## src/rtl/alu_issue_stage.sv

```systemverilog
// Decode/operand-fetch stage in front of the 8-bit ALU: register file with writeback
// bypass, pending-destination scoreboard for RAW/WAW stalls, registered issue outputs.
module alu_issue_stage #(
  parameter int NREGS   = 8,
  parameter int DW      = 8,
  parameter int STALL_W = 16
) (
  input  logic               clock,
  input  logic               reset,
  input  logic               in_valid,
  input  logic [15:0]        in_instr,
  output logic               in_ready,
  input  logic               wb_en,
  input  logic [2:0]         wb_addr,
  input  logic [DW-1:0]      wb_data,
  output logic               issue_valid,
  output logic [DW-1:0]      alu_reg1,
  output logic [DW-1:0]      alu_reg2,
  output logic [3:0]         alu_func,
  output logic [2:0]         alu_spec_fun,
  output logic [2:0]         issue_rd,
  output logic               issue_we,
  output logic [STALL_W-1:0] stall_count
);

  logic [DW-1:0]    regfile [NREGS];
  logic [NREGS-1:0] pend;

  logic [3:0] func;
  logic [2:0] spec_fun, rd, rs1, rs2;
  logic       writer, we;
  logic       byp1, byp2, bypd;
  logic       hazard, accept;
  logic [DW-1:0] op1, op2;

  assign func     = in_instr[15:12];
  assign spec_fun = in_instr[11:9];
  assign rd       = in_instr[8:6];
  assign rs1      = in_instr[5:3];
  assign rs2      = in_instr[2:0];

  // add, sll, slr, spec write rd; everything else (branches included) does not
  assign writer = (func == 4'b0000) || (func == 4'b0011) ||
                  (func == 4'b0100) || (func == 4'b0111);
  assign we     = writer && (rd != 3'd0);

  assign byp1 = wb_en && (wb_addr == rs1);
  assign byp2 = wb_en && (wb_addr == rs2);
  assign bypd = wb_en && (wb_addr == rd);

  always_comb begin
    op1 = '0;
    op2 = '0;
    if (rs1 != 3'd0) op1 = byp1 ? wb_data : regfile[rs1];
    if (rs2 != 3'd0) op2 = byp2 ? wb_data : regfile[rs2];
  end

  // A writeback landing this cycle resolves the hazard it would otherwise cause
  assign hazard = ((rs1 != 3'd0) && pend[rs1] && !byp1) ||
                  ((rs2 != 3'd0) && pend[rs2] && !byp2) ||
                  (we && pend[rd] && !bypd);

  assign in_ready = !reset && !hazard;
  assign accept   = in_valid && in_ready;

  always_ff @(posedge clock) begin
    if (reset) begin
      for (int i = 0; i < NREGS; i++) regfile[i] <= '0;
      pend         <= '0;
      issue_valid  <= 1'b0;
      alu_reg1     <= '0;
      alu_reg2     <= '0;
      alu_func     <= '0;
      alu_spec_fun <= '0;
      issue_rd     <= '0;
      issue_we     <= 1'b0;
      stall_count  <= '0;
    end else begin
      issue_valid <= accept;
      if (accept) begin
        alu_reg1     <= op1;
        alu_reg2     <= op2;
        alu_func     <= func;
        alu_spec_fun <= spec_fun;
        issue_rd     <= rd;
        issue_we     <= we;
      end
      if (wb_en) begin
        if (wb_addr != 3'd0) regfile[wb_addr] <= wb_data;
        pend[wb_addr] <= 1'b0;
      end
      // Later assignment: a new claim on rd beats a same-edge writeback clear
      if (accept && we) pend[rd] <= 1'b1;
      if (in_valid && !in_ready && (stall_count != '1))
        stall_count <= stall_count + 1'b1;
    end
  end

endmodule

```

## config.mk

```make
export PLATFORM = sky130hd
export DESIGN_NAME = alu_issue_stage
export DESIGN_NICKNAME = d
export VERILOG_FILES = /design/src/rtl/alu_issue_stage.sv
export SDC_FILE = /design/constraint.sdc
export NUM_CORES = 1
export LEC_CHECK = 0
export CAP_MARGIN = 20
export CORE_MARGIN = 2
export CORE_UTILIZATION = 62
export CTS_BUF_LIST = sky130_fd_sc_hd__clkbuf_4 sky130_fd_sc_hd__clkbuf_8
export DETAILED_ROUTE_END_ITERATION = 6
export HOLD_SLACK_MARGIN = 0.05
export PLACE_DENSITY = 0.92
export SYNTH_ARGS = -nofsm -noshare
export SYNTH_HDL_FRONTEND = slang
export SYNTH_SLANG_ARGS = --single-unit
```

## constraint.sdc

```tcl
create_clock -name clock -period 10.5 [get_ports clock]
set_clock_uncertainty 0.05 [all_clocks]
set_input_delay 3.15 -clock clock [delete_from_list [all_inputs] [get_ports clock]]
set_output_delay 3.15 -clock clock [all_outputs]
set_load 0.02 [all_outputs]
```

==> flow_metrics.py, run 1 <==
# Auto-generated metrics
metrics = {
    "sta": {
        "hold_viol": 0,
        "setup-tns-final_ps": 0,
        "setup_viol": 0,
        "hold_ws_ps": 417,
        "slew_violations": 0,
        "fin_crit_sh": 0.913,
        "tightest_slew_ps": 1030,
        "rsz0062_at_grt": "no",
    },
    "worst_setup_path": {
        "critical_path.max_stage_delay_ps": 1150,
        "worstRegToRegCells": 8,
        "r2r_setup_slack_ps": 7820,
        "cp_top_family": "buffers and inverters",
        "crit_type": "input port to primary output",
        "worstSetupEndpoint": "in_ready",
    },
    "layout": {
        "layout_top_registers": "regfile: 64 flops, stall_count: 16 flops",
        "fin_area_um2": 7430,
        "combGateArea_um2": 3020,
        "non_clock_inverter_count": 13,
        "buffer_area_frac": 0.111,
    },
    "floorplanning": {
        "rows": 36,
        "die_x_um": 104,
        "core_um2": 9730,
        "fp-utilization": 0.636,
    },
    "route": {
        "wl_met3_mm": 1.59,
        "met1_length_mm": 5.94,
        "drtPass1Iterations": 5,
        "drcViolationCount": 0,
        "viasPerCell": 6.31,
    },
    "yosys": {
        "ys_sh_aoi": 0.0668,
        "synth_xor_xnor_area_share": 0.0142,
        "synth_top_area_share": 0.311,
        "synth-edff-count": 64,
        "yosysChipArea_um2": 6180,
        "common_cells": "edfxtp_1, and2_1, dfxtp_1, nand2_1, mux4_2",
        "simple_gate_share": 0.213,
        "synth_top_flop_cell": "edfxtp_1",
        "yosysCellCount": 541,
    },
    "clock_network": {
        "cts_resized": 0,
        "clockBufferDepth": 2,
        "cts_max_level": 4,
        "worstSkewPairLatency_ps": 440,
    },
    "min_path": {
        "worstHoldStart": "issue_rd[1]",
        "hold_path_depth": 2,
    },
    "grt": {
        "grt-busiest-layer": "met2",
        "grtUsageTotal": 0.296,
    },
    "power_and_ir_drop": {
        "power_sequential_mw": 0.521,
        "power_mw": 1.10,
        "ir_drop_uv": 148,
        "power_combinational_mw": 0.156,
    },
    "place": {
        "dp_slack_ps": 958,
    },
    "outcome": {
        "status": "completed",
    },
}
Run 1, sizing map:
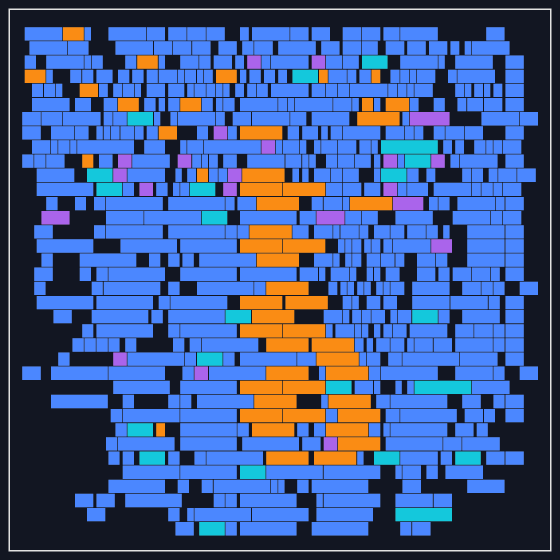
drive 2: in orange, cells 49, share 7.8%. drive 1 or less: in blue, cells 538, share 85%. drive 6 and up: in cyan, cells 22, share 3.5%. drive 3 to 4: in purple, cells 21, share 3.3%.
Area Overhead vs Synth: 20.2%
setup ws final: 915 ps

Run 1, clock network drawn from the DEF:
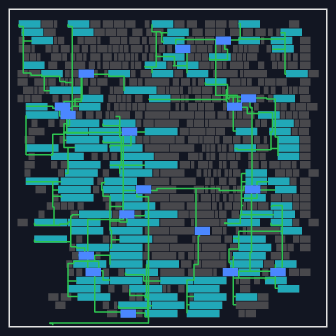
cells driving clock nets: in blue, count 17. flip-flops: in cyan, count 116. clock wires: in green, length 1370 um.
There are 18 routed clock nets. Position of the flops: all over the die.
Clk pwr share: 0.385
P_clk: 0.424 mW

Run 1, gate-type map:
Bar = 20 um.
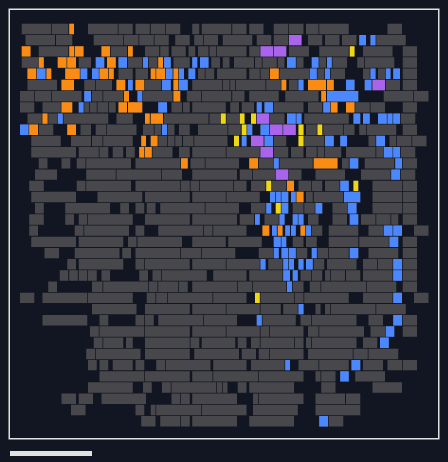
inverters: in yellow, cells 13, where top middle. NAND gates: in blue, cells 108. NOR gates: in orange, cells 52. XOR/XNOR gates: in purple, cells 10.

==> run 1 -> run 2 <==
ABC_CLOCK_PERIOD_IN_PS = 10500   (was unset)
CORE_MARGIN = unset   (was 2)
CTS_BUF_LIST = sky130_fd_sc_hd__clkbuf_8   (was sky130_fd_sc_hd__clkbuf_4 sky130_fd_sc_hd__clkbuf_8)
Run 2, met3 routing:
Cells faint in the background.
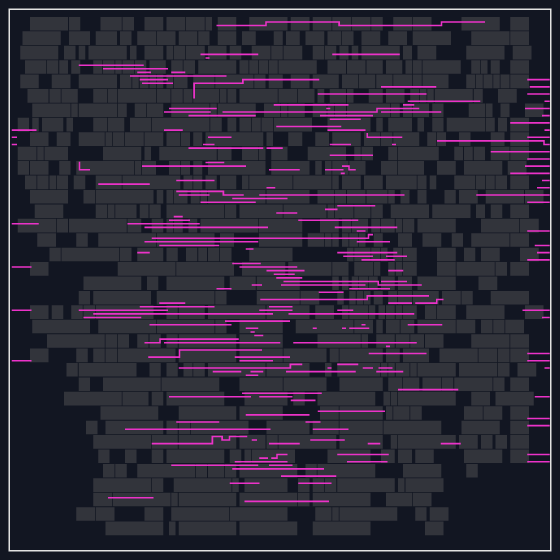
The layer holds 10% of the routed length. 140 nets have wire on it. The longest straight run is 40.7 um.

==> flow_metrics.py, run 2 <==
# Auto-generated metrics
metrics = {
    "clock_network": {
        "cts_resized": 0,
        "cts_max_level": 4,
        "cts_sinks": 116,
        "clockBufferDepth": 2,
        "root_buffer": "clkbuf_8",
    },
    "grt": {
        "use_met2": 0.505,
        "grtUsageTotal": 0.316,
        "grt_max_degree": 66,
        "grt-busiest-layer": "met2",
        "met1_usage": 0.416,
    },
    "yosys": {
        "ys_sh_aoi": 0.0668,
        "yosysCellCount": 541,
        "ys_sh_mux": 0.187,
        "synth-edff-count": 64,
        "simple_gate_share": 0.213,
        "yosys.area.top_type": "edfxtp_1",
        "topCellsByArea": "edfxtp_1, dfxtp_1, mux4_2",
        "synth_top_flop_cell": "edfxtp_1",
        "synth_top_area_share": 0.311,
        "yosysChipArea_um2": 6180,
        "synth_cell_types": 53,
        "common_cells": "edfxtp_1, and2_1, dfxtp_1, nand2_1, mux4_2",
        "synth_xor_xnor_area_share": 0.0142,
    },
    "layout": {
        "ff_count": 116,
        "layout_top_registers": "regfile: 64 flops, stall_count: 16 flops",
        "non_clock_inverter_count": 13,
        "antenna_cells": 0,
        "ff_latch_area_um2": 2960,
        "buffers": 86,
        "clockBufferCount": 17,
        "fin_area_um2": 7390,
        "buffer_area_frac": 0.112,
        "area_growth_syn_to_layout_pct": 19.5,
        "final_cells": 763,
        "combGateArea_um2": 3020,
    },
    "worst_setup_path": {
        "cp_top_family": "buffers and inverters",
        "r2r_setup_slack_ps": 7780,
        "regToRegEndpoint": "issue_rd[0]",
        "cpMostUsedCell": "clkdlybuf4s50_1",
        "crit_type": "input port to primary output",
        "critical_path.max_stage_delay_ps": 930,
        "arrival_ps": 6130,
        "worstRegToRegCells": 8,
        "worstSetupEndpoint": "in_ready",
    },
    "min_path": {
        "hold_path_depth": 2,
        "worstHoldStart": "alu_func[0]",
        "min_to": "alu_func[0]",
        "hold_class": "flop to flop",
    },
    "sta": {
        "setup_viol": 0,
        "tightest_slew_ps": 1010,
        "setup_slack_ps": 1170,
        "rsz0062_at_grt": "no",
        "fin_crit_sh": 0.889,
        "slew_violations": 0,
        "hold_viol": 0,
        "hold_ws_ps": 418,
        "relSlewSlack": 0.319,
        "setup-tns-final_ps": 0,
    },
    "place": {
        "numPortBuffers": 75,
        "dp_slack_ps": 1210,
    },
    "power_and_ir_drop": {
        "power_mw": 1.06,
        "p_clk_frac": 0.360,
        "p_per_area_nw_per_um2": 143,
        "switching_share": 0.278,
        "seqPwrFrac": 0.493,
        "ir_drop_uv": 93.7,
        "power_combinational_mw": 0.156,
        "power_sequential_mw": 0.521,
    },
    "outcome": {
        "violations": "DRC",
        "status": "finished, violations left",
    },
    "route": {
        "wl_met3_mm": 1.58,
        "drtPass1Iterations": 7,
        "viasPerCell": 6.30,
        "drcViolationCount": 1,
        "met1_length_mm": 5.95,
    },
    "flow_run": {
        "drv_cap": 0,
    },
    "floorplanning": {
        "rows": 36,
        "fp-utilization": 0.636,
        "core_um2": 9730,
        "die_x_um": 102,
    },
}
Run 2, clock network drawn from the DEF:
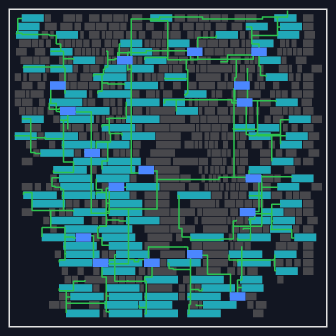
P_clk: 0.381 mW
later-pin clock latency in the skew report: 450 ps

Power is estimated from default activity; no workload was simulated.
